File: src/rtl/fprint_comparator_pkg.sv
// Shared fingerprint-comparator defaults and FSM state type.
// The four widths carry the historical crc_defines.v values.
package fprint_comparator_pkg;

  localparam int CRC_RAM_ADDRESS_WIDTH = 4;
  localparam int CRC_WIDTH             = 32;
  localparam int CRC_KEY_SIZE          = 16;
  localparam int CRC_KEY_WIDTH         = 4;

  typedef enum logic [2:0] {
    ST_IDLE,
    ST_READ,
    ST_COMPARE,
    ST_VERIFY,
    ST_COOLDOWN,
    ST_MISMATCH
  } state_e;

endpackage

File: src/rtl/fprint_lowest_set.sv
// Priority encoder: index of the lowest set bit of vec, 0 when vec is all zero.
module fprint_lowest_set #(
  parameter int WIDTH = 16,
  parameter int IDX_W = 4
) (
  input  logic [WIDTH-1:0] vec,
  output logic [IDX_W-1:0] idx
);

  logic found;

  always_comb begin
    idx   = '0;
    found = 1'b0;
    for (int unsigned i = 0; i < WIDTH; i++) begin
      if (vec[i] && !found) begin
        idx   = IDX_W'(i);
        found = 1'b1;
      end
    end
  end

endmodule

File: src/rtl/fprint_comparator.sv
// Pairs core-0/core-1 fingerprint FIFO entries, flags mismatches and reports verified tasks.
// Optional macro FPRINT_OVERFLOW_DETECT_EN: hold head and set sticky overflow_err on push into a full FIFO.
module fprint_comparator
  import fprint_comparator_pkg::*;
#(
  parameter int RAM_AW   = CRC_RAM_ADDRESS_WIDTH,
  parameter int CRC_W    = CRC_WIDTH,
  parameter int KEY_SIZE = CRC_KEY_SIZE,
  parameter int KEY_W    = CRC_KEY_WIDTH
) (
  input  logic                clk,
  input  logic                reset,
  input  logic                logical_core_id,
  input  logic                increment_head_pointer,
  output logic                increment_hp_ack,
  output logic [RAM_AW-1:0]   fprint_head_pointer,
  output logic [RAM_AW-1:0]   comp_tail_pointer0,
  output logic [RAM_AW-1:0]   comp_tail_pointer1,
  input  logic [CRC_W-1:0]    fprint0,
  input  logic [CRC_W-1:0]    fprint1,
  input  logic [KEY_SIZE-1:0] checkin_reg_out,
  output logic                comp_task_verified,
  output logic [KEY_W-1:0]    comp_task,
  input  logic                fprint_reg_ack,
  output logic                mismatch,
  output logic [KEY_W-1:0]    mismatch_task,
  input  logic                mismatch_clear,
  output logic                overflow_err
);

  state_e            state;
  logic [RAM_AW-1:0] head0;
  logic [RAM_AW-1:0] head1;
  logic [RAM_AW-1:0] tail;
  logic [RAM_AW-1:0] head0_nx;
  logic [RAM_AW-1:0] head1_nx;
  logic [RAM_AW-1:0] tail_nx;
  logic              empty0;
  logic              empty1;
  logic              pair_avail;
  logic              push;
  logic              push_ok;
  logic [KEY_W-1:0]  low_idx;

  fprint_lowest_set #(
    .WIDTH (KEY_SIZE),
    .IDX_W (KEY_W)
  ) u_lowest (
    .vec (checkin_reg_out),
    .idx (low_idx)
  );

  assign head0_nx   = head0 + 1'b1;
  assign head1_nx   = head1 + 1'b1;
  assign tail_nx    = tail + 1'b1;
  assign empty0     = (head0 == tail);
  assign empty1     = (head1 == tail);
  assign pair_avail = ~empty0 & ~empty1;

  // A new request is one the ack register has not yet answered.
  assign push = increment_head_pointer & ~increment_hp_ack;

`ifdef FPRINT_OVERFLOW_DETECT_EN
  logic target_full;
  logic overflow_q;

  assign target_full  = logical_core_id ? (head1_nx == tail) : (head0_nx == tail);
  assign push_ok      = push & ~target_full;
  assign overflow_err = overflow_q;
`else
  assign push_ok      = push;
  assign overflow_err = 1'b0;
`endif

  assign fprint_head_pointer = logical_core_id ? head1 : head0;
  assign comp_tail_pointer0  = tail;
  assign comp_tail_pointer1  = tail;

  // Head updates come first so a later FSM resync of head1 on the same edge wins.
  always_ff @(posedge clk or posedge reset) begin
    if (reset) begin
      state              <= ST_IDLE;
      head0              <= '0;
      head1              <= '0;
      tail               <= '0;
      increment_hp_ack   <= 1'b0;
      comp_task_verified <= 1'b0;
      comp_task          <= '0;
      mismatch           <= 1'b0;
      mismatch_task      <= '0;
`ifdef FPRINT_OVERFLOW_DETECT_EN
      overflow_q         <= 1'b0;
`endif
    end else begin
      increment_hp_ack <= push;
      if (push_ok && !logical_core_id) head0 <= head0_nx;
      if (push_ok &&  logical_core_id) head1 <= head1_nx;
`ifdef FPRINT_OVERFLOW_DETECT_EN
      if (push && target_full) overflow_q <= 1'b1;
`endif

      case (state)
        ST_IDLE: begin
          if (pair_avail) begin
            state <= ST_READ;
          end else if ((checkin_reg_out != '0) && empty0 && empty1) begin
            state              <= ST_VERIFY;
            comp_task          <= low_idx;
            comp_task_verified <= 1'b1;
          end
        end
        ST_READ: state <= ST_COMPARE;
        ST_COMPARE: begin
          if (fprint0 == fprint1) begin
            tail  <= tail_nx;
            state <= ST_IDLE;
          end else begin
            mismatch      <= 1'b1;
            mismatch_task <= low_idx;
            tail          <= head0;
            state         <= ST_MISMATCH;
          end
        end
        ST_VERIFY: begin
          if (fprint_reg_ack) begin
            comp_task_verified <= 1'b0;
            comp_task          <= '0;
            state              <= ST_COOLDOWN;
          end
        end
        ST_COOLDOWN: state <= ST_IDLE;
        ST_MISMATCH: begin
          if (mismatch_clear) begin
            mismatch <= 1'b0;
            tail     <= head0;
            head1    <= head0;
            state    <= ST_IDLE;
          end
        end
        default: state <= ST_IDLE;
      endcase
    end
  end

endmodule

File: config.mk
export PLATFORM = sky130hd
export DESIGN_NAME = fprint_comparator
export DESIGN_NICKNAME = d
export VERILOG_FILES = /design/src/rtl/fprint_comparator_pkg.sv /design/src/rtl/fprint_lowest_set.sv /design/src/rtl/fprint_comparator.sv
export SDC_FILE = /design/constraint.sdc
export NUM_CORES = 1
export LEC_CHECK = 0
export CAP_MARGIN = 20
export CORE_MARGIN = 8
export CORE_UTILIZATION = 39
export DETAILED_ROUTE_END_ITERATION = 10
export PLACE_DENSITY = 0.9
export SETUP_SLACK_MARGIN = 0.05
export SKIP_LAST_GASP = 1
export SYNTH_ARGS = -nofsm -noshare
export SYNTH_HDL_FRONTEND = slang
export SYNTH_SLANG_ARGS = --single-unit
File: constraint.sdc
create_clock -name clk -period 2.84 [get_ports clk]
set_input_delay 0.284 -clock clk [delete_from_list [all_inputs] [get_ports clk]]
set_output_delay 0.284 -clock clk [all_outputs]
set_load 0.01 [all_outputs]
### Signal metal coverage by tile, run 1

Scale bar: 20 um. The die is cut into 17 by 17 equal tiles; white is low, dark blue is high, scaled to the fullest tile. Values are wire area over tile area, all layers added.
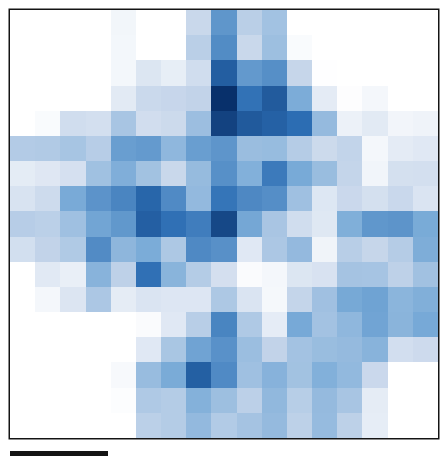
The fullest tile reaches 0.45. The emptiest ninth of the die: south-west. The mean over all tiles is 0.12. 17% of the tiles are over half the peak.
mean routed wirelength per cell: 15.8 um
vias post-DR: 1904
total track usage: 15.5%
drt total wl: 6.07 mm

### Clock wires, drivers and flops, run 1

Scale bar: 20 um.
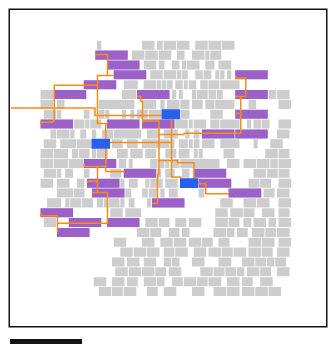
Key: orange = clock wires [length 328 um]; blue = cells driving clock nets [count 3]; purple = flip-flops [count 26]
There are 4 routed clock nets.
clk latency late pin: 270 ps
Clk. pwr: 309 uW
clock skew: 2.31 ps
Clock power frac: 14.6%

==> out/summary.txt, run 1 <==
TritonCTS clock tree: yes
Final Cycle Share: 77.4%
Non-CTS inverters: 7
Post-Synth AOI/OAI Area: 9.73%
I/O Pins: 110
Slowest stage delay, CP: 460 ps
Clk root buf: clkbuf_8
Layout Cells excl Fill: 385
Max-slew violations: 0
Vias in the first global route: 1966
IO Port Bufs: 108
Top sig layer: met4
Status: finished, final reports clean
Seq share, synth: 32.8%
Drt via density: 4.95
Total negative slack: 0 ps
DR WL met2: 3.43 mm
Finished Cell Area: 0.00319 mm2
Utilization after layout: 63.6%
Grt total ovfl: 0
Cell Chain, Critical Path: clkdlybuf4s50_1 > nor4_1 > and2_1 > nand2_1 > o211ai_1 > or4_1 > mux2_4
Reg-to-reg startpoint: comp_tail_pointer0[2]$_DFFE_PP0P_
Fraction of area in registers: 20.4%
Crit. Startpoint: checkin_reg_out[2]
Setup Crit Path Kind: input port to flop
Largest area class, layout: logic gates
Ys async rst share: 100%
Reg2reg setup slack: 650 ps
Top cells by count: 35 x xnor2_1, 26 x dfrtp_1, 21 x nand2_1
Chip Width: 87.3 um
Part of the power in registers: 35.0%
Worst vdd ir: 0.643 mV
Post-Synth XOR/XNOR Area: 20.3%
Mux share: 10.2%
FP Util: 39.5%
Flop Count: 26
Worst EP arrival: 2370 ps
GR Util met3: 3.77%
Syn Inst Count: 211
Unique masters post-synth: 44
Post-synth tally of flip-flops with integrated enable: 0
Logic share of the area: 39.0%
Crit path max-delay family: simple AND/OR/NAND/NOR gates
Yosys top cell area share: 32.8%
Synthesized area per cell: 9.39 um2
Most common cell in the netlist: xnor2_1
HP Class: input port to async pin
Share of layout cells above drive strength 1: 6.98%
Synthesized Nets: 300
Switching power: 804 uW
Fa+ha+maj area frac: 1.90%
GPL Wtd Cong: 0.916
P_leak: 0.00128 uW
Top cells, area: dfrtp_1 33%, xnor2_1 15%, mux2_2 5.1%
Dominant flop cell: dfrtp_1
Layout clock area frac: 2.24%
Switching share of power: 38.0%
Number of clock sinks: 26
Post_cts resized: 0
Maximum root-to-sink buffer count: 2
CP Launch Type: input port
Placed insts: 380
Non-CTS buffers: 109
DR pass1 iterations: 6
### Close-up of the layout, run 1

Window x 24 to 64, y 24 to 64 um. Cells in gray, sequential cells in the stronger gray; small squares are vias.
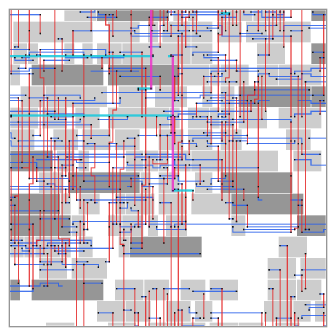
Key: magenta = met4; red = met2; blue = met1; cyan = met3
Most frequent: clkdlybuf4s50_1 (16), nand2_1 (13), dfrtp_1 (12). Sequential cells in the window: 12. 113 logic cells have their middle in the window. Netlist names of flops here include comp_tail_pointer0 (4), state (3), mismatch_task (2).

==> run 2, diff against run 1 <==
--- a/config.mk
+++ b/config.mk
@@ -7,9 +7,9 @@
 export LEC_CHECK = 0
 export CAP_MARGIN = 20
 export CORE_MARGIN = 8
-export CORE_UTILIZATION = 39
+export CORE_UTILIZATION = 35
 export DETAILED_ROUTE_END_ITERATION = 10
-export PLACE_DENSITY = 0.9
+export PLACE_DENSITY = 0.86
 export SETUP_SLACK_MARGIN = 0.05
 export SKIP_LAST_GASP = 1
 export SYNTH_ARGS = -nofsm -noshare
==> constraint.sdc (replaced) <==
create_clock -name clk -period 2 [get_ports clk]
set_input_delay 0.2 -clock clk [delete_from_list [all_inputs] [get_ports clk]]
set_output_delay 0.2 -clock clk [all_outputs]
set_load 0.01 [all_outputs]
### Clock routing, run 2

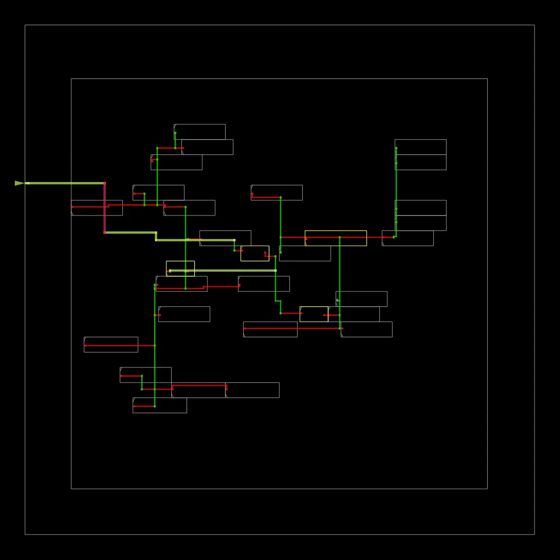
clock buffer count from CTS: 3
clock buffer count: 3

==> run 2 against run 1 <==
  * Core utilization fell by 0.22 points
  * Count of clock-buffer cells in the layout did not move
  * Register-to-register slack got worse by 690 ps
  * First-iteration DRC count fell by 46%
  * Synthesized cell count did not move
  * Combinational power rose by 76%
  * The run now ends with setup timing left
  * Highest routed layer unchanged
  * Non-clock buffer count rose by 35
  * Clock power rose by about 40%
  * Hold slack improved by 70 ps
  * Cell count rose by 9.6%
==> out/summary.txt, run 2 <==
Die Area: 0.00832 mm2
Post-Synth XOR/XNOR Area: 20.3%
Number of clock sinks: 26
Final hold viol count: 0
Final Cycle Share: 102%
Clk pin slew, worst setup/hold paths: 90 ps
Largest area class, layout: buffers
Sequential cell area: 657 um2
Final ANT Viol Nets: 0
Setup Crit Path Kind: flop to flop
Crit. Startpoint: head0[1]$_DFFE_PP0P_
Largest net degree at the start of global routing: 27
Reg2reg path depth: 5
Basic Gates by Area: 20.5%
Clk latency late pin: 270 ps
Switching power: 1190 uW
# Taps: 72
Crit-path slowest cell: or4_4
Hold_buf cts: 0
FP Util: 36.2%
Worst EP arrival: 2190 ps
Crit path to: comp_task[3]$_DFFE_PP0P_
DR pass1 iterations: 4
Fraction of area in registers: 18.9%
Vias post-DR: 2054
DR WL met2: 3.42 mm
Status: complete, but fails checks
Worst setup margin: -39.7 ps
Worst hold slack: 272 ps
Top sig layer: met4
Tool warnings: 29
Clock skew: 10.8 ps
Logic share of the area: 36.7%
Final setup fails: 4
Main power group: combinational cells
IO Port Bufs: 108
Crit path max-delay family: simple AND/OR/NAND/NOR gates
Synthesized Nets: 300
Netlist Area Pre-Place: 0.00198 mm2
Yosys cell count: 211
DRC violation count after routing: 0
I/O Pins: 110
Part of the power in registers: 28.7%
Post-synth tally of flip-flops with integrated enable: 0
Post_cts resized: 2
P_seq: 935 uW
YS warnings: 0
RSZ-0062 raised after global routing: yes
Placed insts: 418
Switching share of power: 36.6%
Seq share, synth: 32.8%
Fmax: 490 MHz
Top cells by count: 35 x xnor2_1, 26 x dfrtp_1, 21 x nand2_1
Max-slew violations: 0
Buffering overhead: 38.9%
Unique masters post-synth: 44
Met3 routed WL: 321 um
Ant. Diodes: 0
Logic area: 0.00127 mm2
Reg2reg setup slack: -40 ps
Reg-to-reg startpoint: head0[1]$_DFFE_PP0P_
Ys async rst share: 100%
Mux share: 10.2%
Synth area leader: dfrtp_1
Layout clock area frac: 2.05%
Drt total wl: 6.48 mm
HP Class: input port to async pin
Crit path buf inv count: 0
Dominant flop cell: dfrtp_1
Finished Cell Area: 0.00347 mm2
Ys flops: 26
Metal1 wirelength: 2.67 mm
TritonCTS clock tree: yes
Die Y: 91.2 um
Clk. pwr: 433 uW
Vias in the first global route: 2160
Multi-input gates: 169
Synth-to-Final Area Change: 75.2%
Layout Cells excl Fill: 422
Post-CTS setup buffers: 0
Initial antenna violation count: 0
Clock power frac: 13.3%
Pint: 2060 uW
Non-CTS buffers: 144
Utilization after layout: 63.4%
Slowest stage delay, CP: 500 ps
Top cells, area: dfrtp_1 33%, xnor2_1 15%, mux2_2 5.1%
Post-Synth AOI/OAI Area: 9.73%
P_leak: 0.00144 uW
Fa+ha+maj area frac: 1.90%
Non-CTS inverters: 7
CP Launch Type: flop
Power per Cell Area: 937 mW/mm2
DP Wirelength: 5.59 mm
FILL cells: 460
Most common cell in the netlist: xnor2_1
Mean routed wirelength per cell: 15.4 um
Drt via density: 4.87
M2 GR Usage: 28.1%
Total track usage: 14.9%
Fin nets: 440
H-tree Lvls: 1
Top logic family: simple AND/OR/NAND/NOR gates
Violated checks: setup timing
Worst vdd ir: 0.904 mV
Synthesized area per cell: 9.39 um2
Combinational gate power: 1880 uW
GRT busiest layer: met2
Grt total ovfl: 0
Share of layout cells above drive strength 1: 19.4%
Dpl cell area: 0.00338 mm2
Top Layout Cells: 108 x clkdlybuf4s50_1, 36 x buf_4, 35 x xnor2_1
Power Total: 3250 uW
Drt initial violations: 59
Chip Width: 91.2 um
GPL Wtd Cong: 0.885
Clk root buf: clkbuf_8
Yosys top cell area share: 32.8%
Final Critical Period: 2040 ps
Total negative slack: -133 ps
Reg-to-Reg End: comp_task[3]$_DFFE_PP0P_
Std-Cell Rows: 27
Met1 Resource Use GR: 16.5%
GR Util met3: 3.79%
CP Depth: 5
Number of max-cap violations: 0
Gate power share: 58.0%
Flop Count: 26
Setup WS pre-CTS: -370 ps
Core area: 0.00547 mm2
Maximum root-to-sink buffer count: 2
Top cell excl fill/tap: clkdlybuf4s50_1
Crit path required time: 2160 ps
Syn Inst Count: 211
CP max FO: 5
Cell Chain, Critical Path: xor2_2 > nor4_4 > o211ai_1 > or4_4 > mux2_4
==> run 3, diff against run 2 <==
--- a/config.mk
+++ b/config.mk
@@ -6,7 +6,6 @@
 export NUM_CORES = 1
 export LEC_CHECK = 0
 export CAP_MARGIN = 20
-export CORE_MARGIN = 8
 export CORE_UTILIZATION = 35
 export DETAILED_ROUTE_END_ITERATION = 10
 export PLACE_DENSITY = 0.86
### Clock routing, run 3

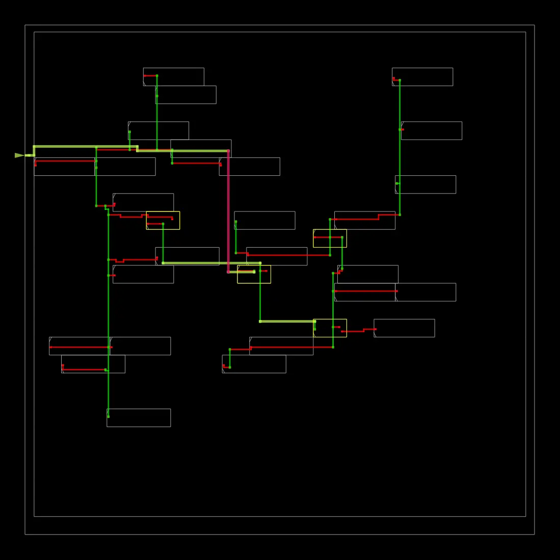
number of clock sinks: 26
clock buffer count: 4
Clk. pwr: 344 uW
Flop Count: 26
clock skew: 3.40 ps

==> run 3 against run 2 <==
  * The flow still finishes with violations (setup timing)
  * Highest routed layer unchanged
  * Combinational power hardly changed
  * Power is 3.3% lower
  * Critical path depth stayed put
  * Design area is 0.40% lower
==> out/summary.txt, run 3 <==
Grt total ovfl: 0
Buffering overhead: 38.8%
Ant. Diodes: 0
Fin nets: 436
Final hold viol count: 0
Utilization after layout: 63.2%
Ys async rst share: 100%
YS warnings: 0
Post_cts resized: 1
Post-synth tally of flip-flops with integrated enable: 0
HP Class: input port to async pin
Synthesized Nets: 300
Dpl cell area: 0.00335 mm2
Crit path max-delay family: simple AND/OR/NAND/NOR gates
Seq share, synth: 32.8%
Finished Cell Area: 0.00346 mm2
Post-Synth AOI/OAI Area: 9.73%
P_leak: 0.00149 uW
Crit path required time: 2160 ps
Clk root buf: clkbuf_8
Top cell excl fill/tap: clkdlybuf4s50_1
M2 GR Usage: 37.3%
Layout Cells excl Fill: 418
DRC violation count after routing: 0
Fraction of area in registers: 19.0%
DR WL met2: 3.16 mm
Main power group: combinational cells
Top logic family: simple AND/OR/NAND/NOR gates
Combinational gate power: 1860 uW
Mux share: 10.2%
Fmax: 497 MHz
Top sig layer: met4
Crit path to: comp_task[1]$_DFFE_PP0P_
CP max FO: 5
H-tree Lvls: 1
Worst setup margin: -11.2 ps
Final setup fails: 4
Crit-path slowest cell: or4_4
Status: complete, but fails checks
Part of the power in registers: 29.8%
Chip Width: 77.2 um
Yosys cell count: 211
Ys flops: 26
Worst vdd ir: 0.838 mV
Reg2reg setup slack: -10 ps
Layout clock area frac: 1.59%
FILL cells: 445
Clock power frac: 10.9%
Most common cell in the netlist: xnor2_1
DP Wirelength: 4.82 mm
Tool warnings: 29
CP Launch Type: flop
Slowest stage delay, CP: 490 ps
Core area: 0.00547 mm2
Top cells, area: dfrtp_1 33%, xnor2_1 15%, mux2_2 5.1%
Drt via density: 4.83
Post-Synth XOR/XNOR Area: 20.3%
DR pass1 iterations: 4
Crit path buf inv count: 0
GR Util met3: 4.29%
Violated checks: setup timing
Synth-to-Final Area Change: 74.5%
Mean routed wirelength per cell: 14.0 um
Basic Gates by Area: 20.5%
Clk latency late pin: 270 ps
Clock buffer count from CTS: 3
Sequential cell area: 657 um2
Hold_buf cts: 0
Switching power: 1180 uW
Setup Crit Path Kind: flop to flop
Final Cycle Share: 101%
Worst EP arrival: 2180 ps
No activity file was given, so power comes from the tool's default toggle rates.
